--- src/rtl/mem_pkg.sv ---
// Shared constants and FSM state type for the memory request path.
// The memory block imports the same defaults so both sides agree on widths.
package mem_pkg;

  localparam int MEM_W   = 4;
  localparam int MEM_D   = 16;
  localparam int MEM_TMO = 8;

  typedef enum logic [1:0] {
    IDLE = 2'd0,
    WAIT = 2'd1,
    RESP = 2'd2
  } state_e;

endpackage

--- src/rtl/cmd_fifo.sv ---
// Synchronous command FIFO. DEPTH must be a power of two so the pointers
// wrap naturally. The head entry is shown combinationally on dout_o.
module cmd_fifo #(
  parameter int DW    = 9,
  parameter int DEPTH = 4
) (
  input  logic                     clk,
  input  logic                     rst,
  input  logic                     push_i,
  input  logic [DW-1:0]            din_i,
  input  logic                     pop_i,
  output logic [DW-1:0]            dout_o,
  output logic                     full_o,
  output logic                     empty_o,
  output logic [$clog2(DEPTH):0]   count_o
);

  localparam int AW = $clog2(DEPTH);
  localparam int CW = AW + 1;

  logic [DW-1:0] mem_q [DEPTH];
  logic [AW-1:0] wr_ptr_q, rd_ptr_q;
  logic [CW-1:0] cnt_q;
  logic          do_push, do_pop;

  assign full_o  = (cnt_q == CW'(DEPTH));
  assign empty_o = (cnt_q == '0);
  assign count_o = cnt_q;
  assign dout_o  = mem_q[rd_ptr_q];

  // Guards make an illegal push/pop a no-op instead of corrupting the count.
  assign do_push = push_i && !full_o;
  assign do_pop  = pop_i && !empty_o;

  // Pointer and occupancy bookkeeping; push+pop together leaves count alone.
  always_ff @(posedge clk or posedge rst) begin
    if (rst) begin
      wr_ptr_q <= '0;
      rd_ptr_q <= '0;
      cnt_q    <= '0;
    end else begin
      if (do_push) wr_ptr_q <= wr_ptr_q + 1'b1;
      if (do_pop)  rd_ptr_q <= rd_ptr_q + 1'b1;
      case ({do_push, do_pop})
        2'b10:   cnt_q <= cnt_q + 1'b1;
        2'b01:   cnt_q <= cnt_q - 1'b1;
        default: cnt_q <= cnt_q;
      endcase
    end
  end

  // Storage needs no reset: an entry is only read after it has been written.
  always_ff @(posedge clk) begin
    if (do_push) mem_q[wr_ptr_q] <= din_i;
  end

endmodule

--- src/rtl/mem_req_ctrl.sv ---
// Request-side controller for the 16x4 memory: queues commands, issues them
// one at a time, waits for a (possibly asynchronous) ready, and returns a
// one-cycle response. A watchdog turns a missing ready into an error response.
module mem_req_ctrl
  import mem_pkg::*;
#(
  parameter int W        = MEM_W,
  parameter int D        = MEM_D,
  parameter int N        = $clog2(D),
  parameter int CQ_DEPTH = 4,
  parameter int TMO      = MEM_TMO
) (
  input  logic         clk,
  input  logic         res,
  input  logic         cmd_valid,
  output logic         cmd_ready,
  input  logic         cmd_wr_rd,
  input  logic [N-1:0] cmd_addr,
  input  logic [W-1:0] cmd_wdata,
  output logic         mem_valid,
  output logic         mem_wr_rd,
  output logic [N-1:0] mem_addr,
  output logic [W-1:0] mem_wdata,
  input  logic [W-1:0] mem_rdata,
  input  logic         mem_ready,
  output logic         rsp_valid,
  output logic         rsp_wr,
  output logic [N-1:0] rsp_addr,
  output logic [W-1:0] rsp_rdata,
  output logic         rsp_err,
  output logic         busy
);

  localparam int CMD_W = 1 + N + W;
  localparam int TW    = $clog2(TMO + 1);

  logic                      fifo_full, fifo_empty;
  logic [$clog2(CQ_DEPTH):0] fifo_count;
  logic [CMD_W-1:0]          fifo_dout;
  logic                      pop;

  state_e                    state_q;
  logic [TW-1:0]             timer_q, timer_d;
  logic                      tmo_hit;

  logic                      rdy_meta_q, rdy_sync_q, rdy_prev_q, rdy_rise;

  logic                      mem_valid_q, mem_wr_rd_q;
  logic [N-1:0]              mem_addr_q;
  logic [W-1:0]              mem_wdata_q;
  logic                      rsp_valid_q, rsp_wr_q, rsp_err_q;
  logic [N-1:0]              rsp_addr_q;
  logic [W-1:0]              rsp_rdata_q;

  // Held low during reset so nothing is accepted while state is being cleared.
  assign cmd_ready = !res && !fifo_full;
  assign pop       = (state_q == IDLE) && !fifo_empty;
  assign busy      = (fifo_count != '0) || (state_q != IDLE);

  cmd_fifo #(
    .DW    (CMD_W),
    .DEPTH (CQ_DEPTH)
  ) u_cmd_fifo (
    .clk     (clk),
    .rst     (res),
    .push_i  (cmd_valid && cmd_ready),
    .din_i   ({cmd_wr_rd, cmd_addr, cmd_wdata}),
    .pop_i   (pop),
    .dout_o  (fifo_dout),
    .full_o  (fifo_full),
    .empty_o (fifo_empty),
    .count_o (fifo_count)
  );

  // ready may come from another clock domain: two flops, then edge detect.
  always_ff @(posedge clk or posedge res) begin
    if (res) begin
      rdy_meta_q <= 1'b0;
      rdy_sync_q <= 1'b0;
      rdy_prev_q <= 1'b0;
    end else begin
      rdy_meta_q <= mem_ready;
      rdy_sync_q <= rdy_meta_q;
      rdy_prev_q <= rdy_sync_q;
    end
  end

  assign rdy_rise = rdy_sync_q && !rdy_prev_q;
  assign timer_d  = timer_q + 1'b1;
  assign tmo_hit  = (timer_q == TW'(TMO - 1));

  // Issue / wait / respond sequencer; every memory and response output is a flop.
  always_ff @(posedge clk or posedge res) begin
    if (res) begin
      state_q     <= IDLE;
      timer_q     <= '0;
      mem_valid_q <= 1'b0;
      mem_wr_rd_q <= 1'b0;
      mem_addr_q  <= '0;
      mem_wdata_q <= '0;
      rsp_valid_q <= 1'b0;
      rsp_wr_q    <= 1'b0;
      rsp_addr_q  <= '0;
      rsp_rdata_q <= '0;
      rsp_err_q   <= 1'b0;
    end else begin
      case (state_q)
        IDLE: begin
          if (!fifo_empty) begin
            {mem_wr_rd_q, mem_addr_q, mem_wdata_q} <= fifo_dout;
            mem_valid_q <= 1'b1;
            timer_q     <= '0;
            state_q     <= WAIT;
          end
        end
        WAIT: begin
          timer_q <= timer_d;
          // A ready edge on the last allowed cycle still counts as success.
          if (rdy_rise) begin
            mem_valid_q <= 1'b0;
            rsp_valid_q <= 1'b1;
            rsp_wr_q    <= mem_wr_rd_q;
            rsp_addr_q  <= mem_addr_q;
            rsp_rdata_q <= mem_wr_rd_q ? '0 : mem_rdata;
            rsp_err_q   <= 1'b0;
            state_q     <= RESP;
          end else if (tmo_hit) begin
            mem_valid_q <= 1'b0;
            rsp_valid_q <= 1'b1;
            rsp_wr_q    <= mem_wr_rd_q;
            rsp_addr_q  <= mem_addr_q;
            rsp_rdata_q <= '0;
            rsp_err_q   <= 1'b1;
            state_q     <= RESP;
          end
        end
        RESP: begin
          // One-cycle pulse; also gives mem_valid two low cycles between accesses.
          rsp_valid_q <= 1'b0;
          rsp_wr_q    <= 1'b0;
          rsp_addr_q  <= '0;
          rsp_rdata_q <= '0;
          rsp_err_q   <= 1'b0;
          state_q     <= IDLE;
        end
        default: state_q <= IDLE;
      endcase
    end
  end

  assign mem_valid = mem_valid_q;
  assign mem_wr_rd = mem_wr_rd_q;
  assign mem_addr  = mem_addr_q;
  assign mem_wdata = mem_wdata_q;
  assign rsp_valid = rsp_valid_q;
  assign rsp_wr    = rsp_wr_q;
  assign rsp_addr  = rsp_addr_q;
  assign rsp_rdata = rsp_rdata_q;
  assign rsp_err   = rsp_err_q;

endmodule

--- config.mk ---
export PLATFORM = sky130hd
export DESIGN_NAME = mem_req_ctrl
export DESIGN_NICKNAME = d
export VERILOG_FILES = /design/src/rtl/mem_pkg.sv /design/src/rtl/cmd_fifo.sv /design/src/rtl/mem_req_ctrl.sv
export SDC_FILE = /design/constraint.sdc
export NUM_CORES = 1
export LEC_CHECK = 0
export CAP_MARGIN = 20
export CORE_MARGIN = 3
export CORE_UTILIZATION = 55
export DETAILED_ROUTE_END_ITERATION = 6
export HOLD_SLACK_MARGIN = 0.03
export PLACE_DENSITY = 0.79
export SYNTH_ARGS = -nofsm -noshare
export SYNTH_HDL_FRONTEND = slang
export SYNTH_HIERARCHICAL = 1
export SYNTH_SLANG_ARGS = --single-unit
--- constraint.sdc ---
create_clock -name clk -period 2.73 [get_ports clk]
set_input_delay 0.546 -clock clk [delete_from_list [all_inputs] [get_ports clk]]
set_output_delay 0.546 -clock clk [all_outputs]
set_load 0.01 [all_outputs]
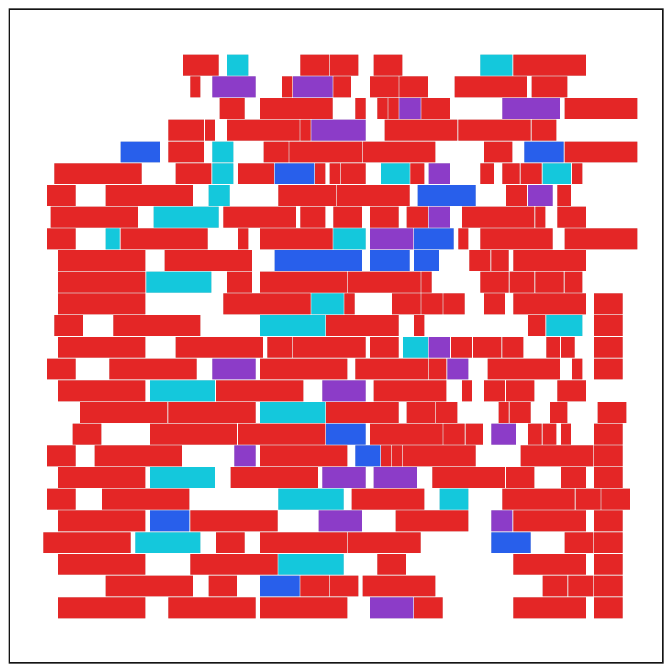
Figure 1: run 1, cell sizes after repair.
colour	size	cells	share	most used
red	drive 1 or less	189	77%	clkdlybuf4s50_1
cyan	drive 2	22	9.0%	mux4_2
blue	drive 6 and up	13	5.3%	clkbuf_8
purple	drive 3 to 4	20	8.2%	mux2_4
Design Area, Final: 0.00379 mm2
Synth-to-Final Area Change: 20.1%
PnR worst setup slack: 147 ps

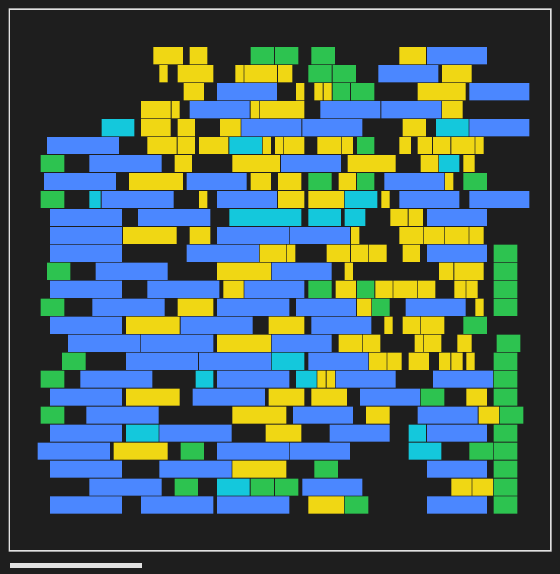
Figure 2: run 1, cells coloured by class.
Scale bar: 20 um.
colour	class	cells	share of their area
green	other buffers and delay cells	44	12%
cyan	clock drivers and dummy loads	16	5.4%
yellow	all other logic	111	29%
blue	flip-flops	73	54%
Core ar.: 0.00534 mm2
sequential portion of the cell area: 53.0%
Core Util, Final: 71.0%
Rows: 26

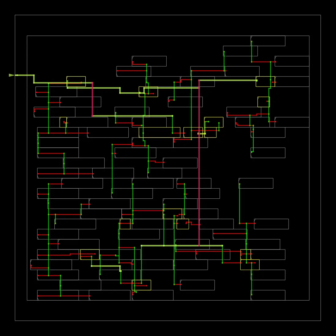
Figure 3: run 1, the clock network.
clk sinks: 73
CTS buffer count: 9

==> run 1: routing by layer <==
metal | global-route usage, % | share of wire [%]
met1 | 21.2 | 42
met2 | 32.7 | 51
met3 | 7.35 | 5.3
met4 | 6.48 | 1.4
met5 | 0 | 0
==> run 1: report_power, final <==
| group | switching, W | total, W | internal, W |
|---|---|---|---|
| clock | 0.000412 | 0.000840 | 0.000427 |
| sequential | 0.000279 | 0.00174 | 0.00146 |
| combinational | 0.000651 | 0.00155 | 0.000901 |
==> run 1: worst max-delay path: cells and delay by family, from the launching register on <==
family,cells,cell delay (ps)
buf+inv,1,500
flops,1,370
simple gates,2,830
==> run 1: layout by cell type (no fill, tap or decap), types with 2 or more instances in the layout <==
master,synthesis,layout
clkdlybuf4s50_1,0,39
dfrtp_1,37,37
edfxtp_1,36,36
inv_1,10,10
nand2_1,9,9
clkbuf_8,0,9
mux4_2,9,9
mux2_4,8,8
ha_1,6,6
a22o_1,5,5
a21boi_0,5,5
a211oi_1,5,5
a311o_1,5,5
buf_4,1,5
and2_2,4,4
nand2b_1,3,3
o21ai_0,3,3
nor2_1,3,3
mux2_2,3,3
xor2_1,3,3
xnor2_1,3,3
nor2b_1,2,2
mux2i_1,2,2
nor3_1,2,2
clkinvlp_4,0,2
inv_6,0,2
==> run 1: how the worst max path moves through the flow <==
stage          cells past startpoint                               from  slack, ps                                end
2_1_floorplan                     10  u_cmd_fifo/count_o[0]$_DFFE_PP0P_        470  u_cmd_fifo/count_o[2]$_DFFE_PP0P_
3_3_place_gp                      11                                res        220  u_cmd_fifo/count_o[2]$_DFFE_PP0P_
3_5_place_dp                      11                                res        100  u_cmd_fifo/count_o[2]$_DFFE_PP0P_
4_1_cts                            3             state_q[1]$_DFFE_PP0P_        120                               busy
5_1_grt                            3             state_q[1]$_DFFE_PP0P_         60                               busy
6_report                           3             state_q[1]$_DFFE_PP0P_        150                               busy
==> run 1: layout make-up <==
type                            count  area (um2)
Tap cell                           70        87.6
Inverter                           10        37.5
Sequential cell                    73        2010
Multi-Input combinational cell    101        1030
Fill cell                         374        1550
Clock inverter                      7        76.3
Timing Repair Buffer               44         428
Clock buffer                        9         124
==> run 1: cell families after synthesis <==
group           after synthesis  synth area share [%]
simple gates                 36                  8.14
buf+inv                      19                  3.77
compound gates               30                  7.82
fa+ha+maj                     7                  3.02
xor+xnor                      6                  1.67
mux                          22                  11.9
flops                        73                  63.7
==> run 1: flip-flops by register name, indices dropped and copies added (netlist names), 2 cells and up <==
| name | cells |
|---|---|
| rsp_rdata | 4 |
| state_q | 2 |
| rsp_addr | 4 |
| mem_wdata | 4 |
| u_cmd_fifo/count_o | 3 |
| u_cmd_fifo/rd_ptr_q | 2 |
| mem_addr | 4 |
| u_cmd_fifo/wr_ptr_q | 2 |
| u_cmd_fifo/mem_q | 36 |
| timer_q | 4 |
==> run 1: through the flow <==
| step | instances | power, W | cell area, um2 |
|---|---|---|---|
| after global placement | 298 | 0.00324 | 3590 |
| after CTS | 314 | 0.00417 | 3790 |
| final | 314 | 0.00413 | 3790 |
| after global routing | 314 | 0.00439 | 3790 |
| after detailed placement | 298 | 0.00331 | 3590 |
| after floorplan | 193 | 0.00280 | 3150 |
==> flow_summary.toml, run 1 <==
# synthesis and place-and-route metrics
[run_status]
outcome = "finished, final reports clean"

[grt]
antenna_found_initial = 0
overflow = 0
grt_max_degree = 31

[synthesis]
largest_area_cell = "edfxtp_1"
synth.avg_cell_area_um2 = 16.3
mappedNetlistNets = 217
ys_cells = 193

[clock_network]
cts_resized = 0
cts_tree = "built"

[sta]
setup_violations = 0
maxSlewViolCount = 0
fin_tns_setup_ps = 0

[floorplan]
num_io_pins = 40

[final_layout]
diodes = 0
drive_gt1_share_pct = 22.5

[placed_design]
io_buffers = 39

[job]
tool_warnings = 29
max-cap-violations = 0

[setup_path]
crit_path_end_kind = "output pin"
path_class = "register to output pin"
crit_path_max_incr_delay_ps = 500
==> run 2: changes to the inputs <==
--- a/config.mk
+++ b/config.mk
@@ -11,6 +11,7 @@
 export DETAILED_ROUTE_END_ITERATION = 6
 export HOLD_SLACK_MARGIN = 0.03
 export PLACE_DENSITY = 0.79
+export SETUP_SLACK_MARGIN = 0.02
 export SYNTH_ARGS = -nofsm -noshare
 export SYNTH_HDL_FRONTEND = slang
 export SYNTH_HIERARCHICAL = 1
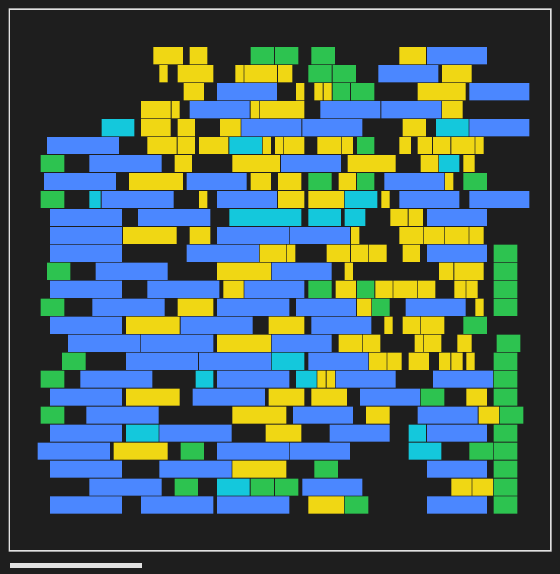
Figure 4: run 2, cells coloured by class.
Scale bar: 20 um.
colour	class	cells	share of their area
yellow	all other logic	111	29%
cyan	clock drivers and dummy loads	16	5.4%
blue	flip-flops	73	54%
green	other buffers and delay cells	44	12%

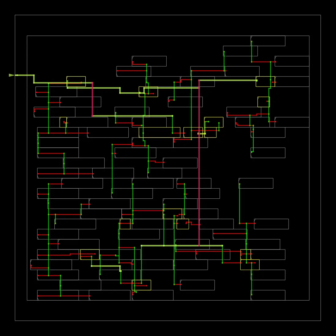
Figure 5: run 2, the clock network.
Max Clock Skew: 13.3 ps
Insertion Delay late pin: 350 ps
flop count: 73
clock buffers: 9
Power Clock: 0.000840 W

==> run 2 against run 1 <==
Critical path depth unchanged. Register-to-register slack about the same. Wire length unchanged. Synthesized cell count unchanged. Clock skew did not move. Power stayed put. Combinational power hardly changed. Hold slack stayed put. Maximum frequency is the same. Utilization stayed put. Die area unchanged. Largest cell class unchanged.
==> flow_summary.toml, run 2 <==
# synthesis and place-and-route metrics
[pwr]
power_w = 0.00413
power_switching_w = 0.00134
combinationalPowerShare_pct = 37.6
p_sw_share_pct = 32.5
internal-power_w = 0.00279
seqPwrFrac_pct = 42.0
pwr-share-clk_pct = 20.3

[final_layout]
regMostFlops = "u_cmd_fifo/mem_q"
diodes = 0
fillers = 374
most-common-layout-cells = "39 x clkdlybuf4s50_1, 37 x dfrtp_1, 36 x edfxtp_1"
lay_top_count = "clkdlybuf4s50_1"
largest_reg_flops = 36
fin_util_pct = 71.0
drive_gt1_share_pct = 22.5

[synthesis]
ys_cells = 193
synth.avg_cell_area_um2 = 16.3

[grt]
overflow = 0
antenna_found_initial = 0

[setup_path]
crit_path_end_kind = "output pin"
path_class = "register to output pin"

[floorplan]
core_area_mm2 = 0.00534
row_count = 26
num_io_pins = 40

[sta]
fin_tns_setup_ps = 0
maxSlewViolCount = 0
setup_violations = 0

[job]
max-cap-violations = 0
tool_warnings = 29

[run_status]
outcome = "finished, final reports clean"

[placed_design]
io_buffers = 39

[clock_network]
cts_resized = 0
cts_tree = "built"
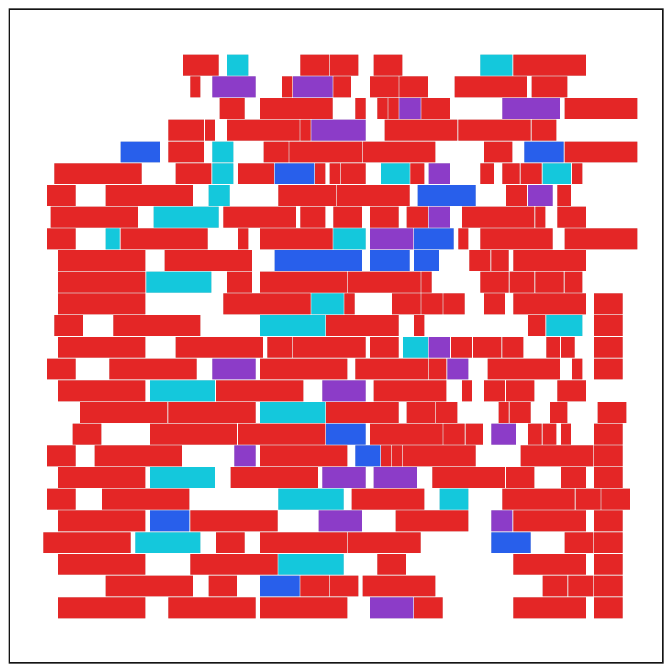
Figure 6: run 2, cell sizes after repair.
colour	size	cells	share	most used
red	drive 1 or less	189	77%	clkdlybuf4s50_1
blue	drive 6 and up	13	5.3%	clkbuf_8
cyan	drive 2	22	9.0%	mux4_2
purple	drive 3 to 4	20	8.2%	mux2_4
Buffers excl. clock: 44

==> run 2: cell counts after synthesis <==
No cell type changed its count.
==> run 2: cell type report <==
type	instances	area (um2)	area share (%)
clock inverter	7	76.3	2.02
clock buffer	9	124	3.27
tap	70	87.6	2.31
sequential	73	2010	53.0
inverter	10	37.5	0.991
multi-input combinational	101	1030	27.1
timing repair buffer	44	428	11.3
==> run 2: power groups by stage <==
stage	Combinational, W	Clock (W)	Sequential (W)
CTS	0.00157	0.000861	0.00174
finish	0.00155	0.000840	0.00174
global placement	0.00150	0	0.00175
global route	0.00168	0.000923	0.00178
floorplan	0.00109	0	0.00171
detailed placement	0.00155	0	0.00175
==> run 2: final timing paths <==
kind	from	endpoint
max reg2reg	u_cmd_fifo/count_o[0]$_DFFE_PP0P_	u_cmd_fifo/count_o[2]$_DFFE_PP0P_
min	rdy_meta_q$_DFF_PP0_	rdy_sync_q$_DFF_PP0_
max	state_q[1]$_DFFE_PP0P_	busy
max in group asynchronous	res	mem_wdata[1]$_DFFE_PP0P_
min reg2reg	rdy_meta_q$_DFF_PP0_	rdy_sync_q$_DFF_PP0_
min in group asynchronous	res	u_cmd_fifo/rd_ptr_q[1]$_DFFE_PP0P_
==> run 2: stage by stage <==
stage | area (um2) | hold WS, ps | cells
after floorplan | 3150 | 331 | 193
after global placement | 3590 | 347 | 298
after detailed placement | 3590 | 352 | 298
after CTS | 3790 | 377 | 314
after global routing | 3790 | 383 | 314
final | 3790 | 365 | 314
==> run 2: cells by family after synthesis <==
group	after synthesis	synth area share [%]
fa+ha+maj	7	3.02
compound gates	30	7.82
buf+inv	19	3.77
mux	22	11.9
flops	73	63.7
simple gates	36	8.14
xor+xnor	6	1.67
==> run 2: worst max-delay path: stages (launching register included) <==
cell and delay, ps:
dfrtp_1 370, or2_1 370, or4_1 460, clkdlybuf4s50_1 500
==> run 2: metal layers <==
metal / vias up / wire length, um / global-route usage (%)
met5: - / 0 / 0
met4: 0 / 74 / 6.48
met3: 8 / 291 / 7.35
met2: 47 / 2800 / 32.7
met1: 900 / 2300 / 21.2
li1: 809 / - / -
Power and IR drop assume default switching activity.
